<file path="src/rtl/axis_dwc_down.sv">
// rtl/axis_dwc_down.sv - AXI-Stream width down-converter, one wide beat serialised into RATIO narrow words.
// Define AXIS_DWC_MSB_FIRST_EN to emit the most significant sub-word first (default is LSB-first).
module axis_dwc_down #(
    parameter int IN_WIDTH  = 64,
    parameter int OUT_WIDTH = 16,
    parameter int CNT_WIDTH = 32
) (
    input  logic                 m_axi_aclk,
    input  logic                 m_axi_areset,
    input  logic [IN_WIDTH-1:0]  s_axis_tdata,
    input  logic                 s_axis_tvalid,
    output logic                 s_axis_tready,
    output logic [OUT_WIDTH-1:0] m_axis_tdata,
    output logic                 m_axis_tvalid,
    input  logic                 m_axis_tready,
    output logic                 o_busy,
    output logic [CNT_WIDTH-1:0] o_word_count
);

    localparam int RATIO = IN_WIDTH / OUT_WIDTH;
    localparam int IDX_W = (RATIO > 1) ? $clog2(RATIO) : 1;
    localparam logic [IDX_W-1:0] LAST_IDX = IDX_W'(RATIO - 1);

    typedef enum logic {
        IDLE  = 1'b0,
        SHIFT = 1'b1
    } state_t;

    state_t                 state_q;
    state_t                 state_d;
    logic [IN_WIDTH-1:0]    hold_q;
    logic [IDX_W-1:0]       idx_q;
    logic [IDX_W-1:0]       idx_d;
    logic [IDX_W-1:0]       sel;
    logic [CNT_WIDTH-1:0]   cnt_q;
    logic                   load;
    logic                   last;
    logic                   out_hs;
    logic [OUT_WIDTH-1:0]   words [RATIO];

    assign last          = (idx_q == LAST_IDX);
    assign m_axis_tvalid = (state_q == SHIFT);
    assign out_hs        = m_axis_tvalid & m_axis_tready;
    assign o_busy        = (state_q == SHIFT);
    assign o_word_count  = cnt_q;

    for (genvar i = 0; i < RATIO; i++) begin : g_slice
        assign words[i] = hold_q[i*OUT_WIDTH +: OUT_WIDTH];
    end

`ifdef AXIS_DWC_MSB_FIRST_EN
    assign sel = LAST_IDX - idx_q;
`else
    assign sel = idx_q;
`endif

    assign m_axis_tdata = words[sel];

    always_ff @(posedge m_axi_aclk) begin
        if (m_axi_areset) begin
            state_q <= IDLE;
        end else begin
            state_q <= state_d;
        end
    end

    // Ready opens on the final sub-word handoff so the next beat loads with no bubble.
    always_comb begin
        state_d       = state_q;
        idx_d         = idx_q;
        load          = 1'b0;
        s_axis_tready = 1'b0;
        case (state_q)
            IDLE: begin
                s_axis_tready = 1'b1;
                if (s_axis_tvalid) begin
                    load    = 1'b1;
                    idx_d   = '0;
                    state_d = SHIFT;
                end
            end
            SHIFT: begin
                if (m_axis_tready) begin
                    if (!last) begin
                        idx_d = idx_q + IDX_W'(1);
                    end else begin
                        s_axis_tready = 1'b1;
                        idx_d         = '0;
                        if (s_axis_tvalid) begin
                            load = 1'b1;
                        end else begin
                            state_d = IDLE;
                        end
                    end
                end
            end
            default: begin
                state_d = IDLE;
                idx_d   = '0;
            end
        endcase
    end

    always_ff @(posedge m_axi_aclk) begin
        if (m_axi_areset) begin
            hold_q <= '0;
            idx_q  <= '0;
        end else begin
            idx_q <= idx_d;
            if (load) begin
                hold_q <= s_axis_tdata;
            end
        end
    end

    always_ff @(posedge m_axi_aclk) begin
        if (m_axi_areset) begin
            cnt_q <= '0;
        end else if (out_hs) begin
            cnt_q <= cnt_q + CNT_WIDTH'(1);
        end
    end

endmodule

</file>
<file path="config.mk">
export PLATFORM = sky130hd
export DESIGN_NAME = axis_dwc_down
export DESIGN_NICKNAME = d
export VERILOG_FILES = /design/src/rtl/axis_dwc_down.sv
export SDC_FILE = /design/constraint.sdc
export NUM_CORES = 1
export LEC_CHECK = 0
export CORE_MARGIN = 10
export CORE_UTILIZATION = 48
export CTS_CLUSTER_SIZE = 30
export DETAILED_ROUTE_END_ITERATION = 10
export PLACE_DENSITY = 0.79
export SLEW_MARGIN = 20
export SYNTH_ARGS = -nofsm -noshare
export SYNTH_HDL_FRONTEND = slang
export SYNTH_SLANG_ARGS = --single-unit
export TNS_END_PERCENT = 30
</file>
<file path="constraint.sdc">
create_clock -name m_axi_aclk -period 2.9 [get_ports m_axi_aclk]
set_clock_uncertainty 0.05 [all_clocks]
set_input_delay 0.58 -clock m_axi_aclk [delete_from_list [all_inputs] [get_ports m_axi_aclk]]
set_output_delay 0.58 -clock m_axi_aclk [all_outputs]
set_load 0.02 [all_outputs]
</file>
### Placement by cell class

The bar under the picture is 20 um long.
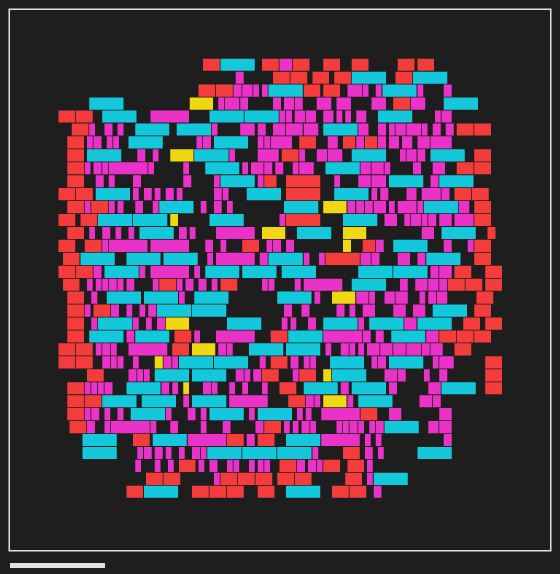
legend:
  magenta:
    class: combinational and other logic
    cells: 357
  yellow:
    class: clock drivers and dummy loads
    cells: 14
  cyan:
    class: sequential cells
    cells: 99
  red:
    class: remaining buffers and delay cells
    cells: 126
sequential share of cell area: 35.3%
Post-Route Utilization: 65.1%
num rows: 34
CORE AREA: 8640 sq um

==> run notes <==
yosys + openroad results -> DRC Markers 0, post-cts resize count 0, worst slew pin tran around 0.42 ns, pin count of the biggest net entering global routing approximately 65, die height 114 um, Post-CTS Setup Inserts 0, latest clock arrival within the worst-skew pair 0.36 ns, outcome complete, no violations, Initial Util about 50%, final net count 663, cells after synthesis 493, post-synth net total about 560, crit end category primary output, Max Clock Freq roughly 360 MHz, Hold Crit Depth 2, Die W 114 um, cts hold-fix bufs 0, clock-pin slew on the worst setup and hold paths 0.08 ns, TritonCTS Buffers 9, Sequential Area 1980 sq um, # fillers 720, initial antenna violation count 0, Area Overhead vs Synth 33.9%, syn_area_per_cell approximately 8.5 sq um, worst vdd ir 0.270 mV, yosys cell count 493, dpl ws 0.332 ns, first-pass GRT wire length 18.5 mm, final setup margin 0.117 ns, vias in the first global route 3909, MI comb area approximately 2100 sq um, power per standard cell area 450 nW/um^2, Worst Path Required 2.27 ns, Distinct cells, synth 31, Final setup viols 0, sum of negative setup slack 0 ns, Tool Warnings 26, static leakage between 1.5 and 2 nW, kind of critical path reg2out, DR WL/cell about 16 um, Total Wirelength 11.3 mm, sequential cell area fraction in the yosys report 47.2%, most frequent cells in the layout nand2_1 (144), clkdlybuf4s50_1 (117), dfxtp_1 (99), unrepaired setup endpoints after global routing false
### Gate-type map

The bar under the picture is 20 um long.
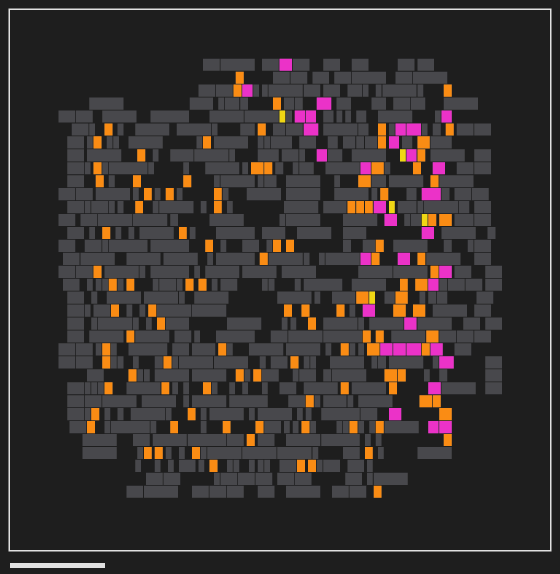
legend:
  magenta:
    family: and/or cells
    cells: 33
    most_used: or4_1
  yellow:
    family: inv cells
    cells: 5
    most_used: inv_1
  orange:
    family: aoi and oai cells
    cells: 108
    most_used: a21oi_1
post-route insts no fill: 704
most frequent logic cell in the layout: nand2_1
logic share of the area: 36.5%

## per-layer routing
layer  track usage [%]  up-vias  share of wire, %
li1                  -     1911                 -
met1              19.6     1856                40
met2              29.1      128                49
met3              6.77       17               8.7
met4              4.99        0               1.9
met5                 0        -                 0
## cell usage after synthesis (all sizes together)
cell	number	area share, %
and2	5	0.75
and3	2	0.30
xor2	5	1.0
o31ai	14	2.5
or3	6	0.89
nor2b	2	0.30
a21oi	87	10
buf	6	0.80
a22oi	1	0.18
nor4	1	0.15
a21bo	1	0.24
clkbuf	31	2.8
o21a	1	0.18
nor3	3	0.36
nor2	13	1.2
xnor2	4	0.83
mux2	2	0.54
inv	5	0.45
and4	5	1.0
nand2	145	13
nand4	8	1.3
nand3	8	0.95
mux4	16	8.6
or4	15	2.8
dfxtp	99	47
ha	2	0.60
o21ai	6	0.72
## power by group
group	internal, mW	switching (mW)
registers	1.41	0.0287
clock network	0.298	0.442
logic	0.185	0.162
## flip-flops by register name, summed over array words and instances, names as in the netlist
| register | flops |
|---|---|
| hold_q | 64 |
| o_word_count | 32 |
| idx_q | 2 |
| m_axis_tvalid | 1 |
## critical path, stage by stage (launching register included)
cell and delay (ns):
dfxtp_1 0.36, buf_4 0.30, mux4_2 0.58, clkdlybuf4s50_1 0.56
## through the flow
step	power, mW	hold WS [ns]
floorplan	1.64	0.383
global placement	1.81	0.390
detailed placement	1.82	0.397
CTS	2.54	0.405
global route	2.63	0.424
finish	2.53	0.404
## layout make-up
class,count,area share [%]
sequential,99,35.3
tap,108,2.40
multi-input combinational,352,36.5
clock inverter,4,0.356
clock buffer,10,2.27
timing repair buffer,126,22.9
inverter,5,0.334
## worst paths after layout
kind | startpoint | end
setup / recovery | idx_q[1]$_SDFFE_PP0P_ | m_axis_tdata[10]
hold / removal | hold_q[35]$_SDFFE_PP0P_ | hold_q[35]$_SDFFE_PP0P_
setup reg to reg | o_word_count[15]$_SDFFE_PP0P_ | o_word_count[30]$_SDFFE_PP0P_
hold reg to reg | hold_q[35]$_SDFFE_PP0P_ | hold_q[35]$_SDFFE_PP0P_
## kinds of logic after synthesis
logic type               count (synthesis)  synth area share, %
adder cells (fa/ha/maj)                  2                0.596
AND-OR/OR-AND                          110                 14.2
XOR/XNOR                                 9                 1.88
buffers and inverters                   42                 4.02
AND/OR/NAND/NOR                        213                 23.0
multiplexers                            18                 9.12
flip-flops                              99                 47.2
Power figures rest on the tool's default switching activity, not on a simulated workload.
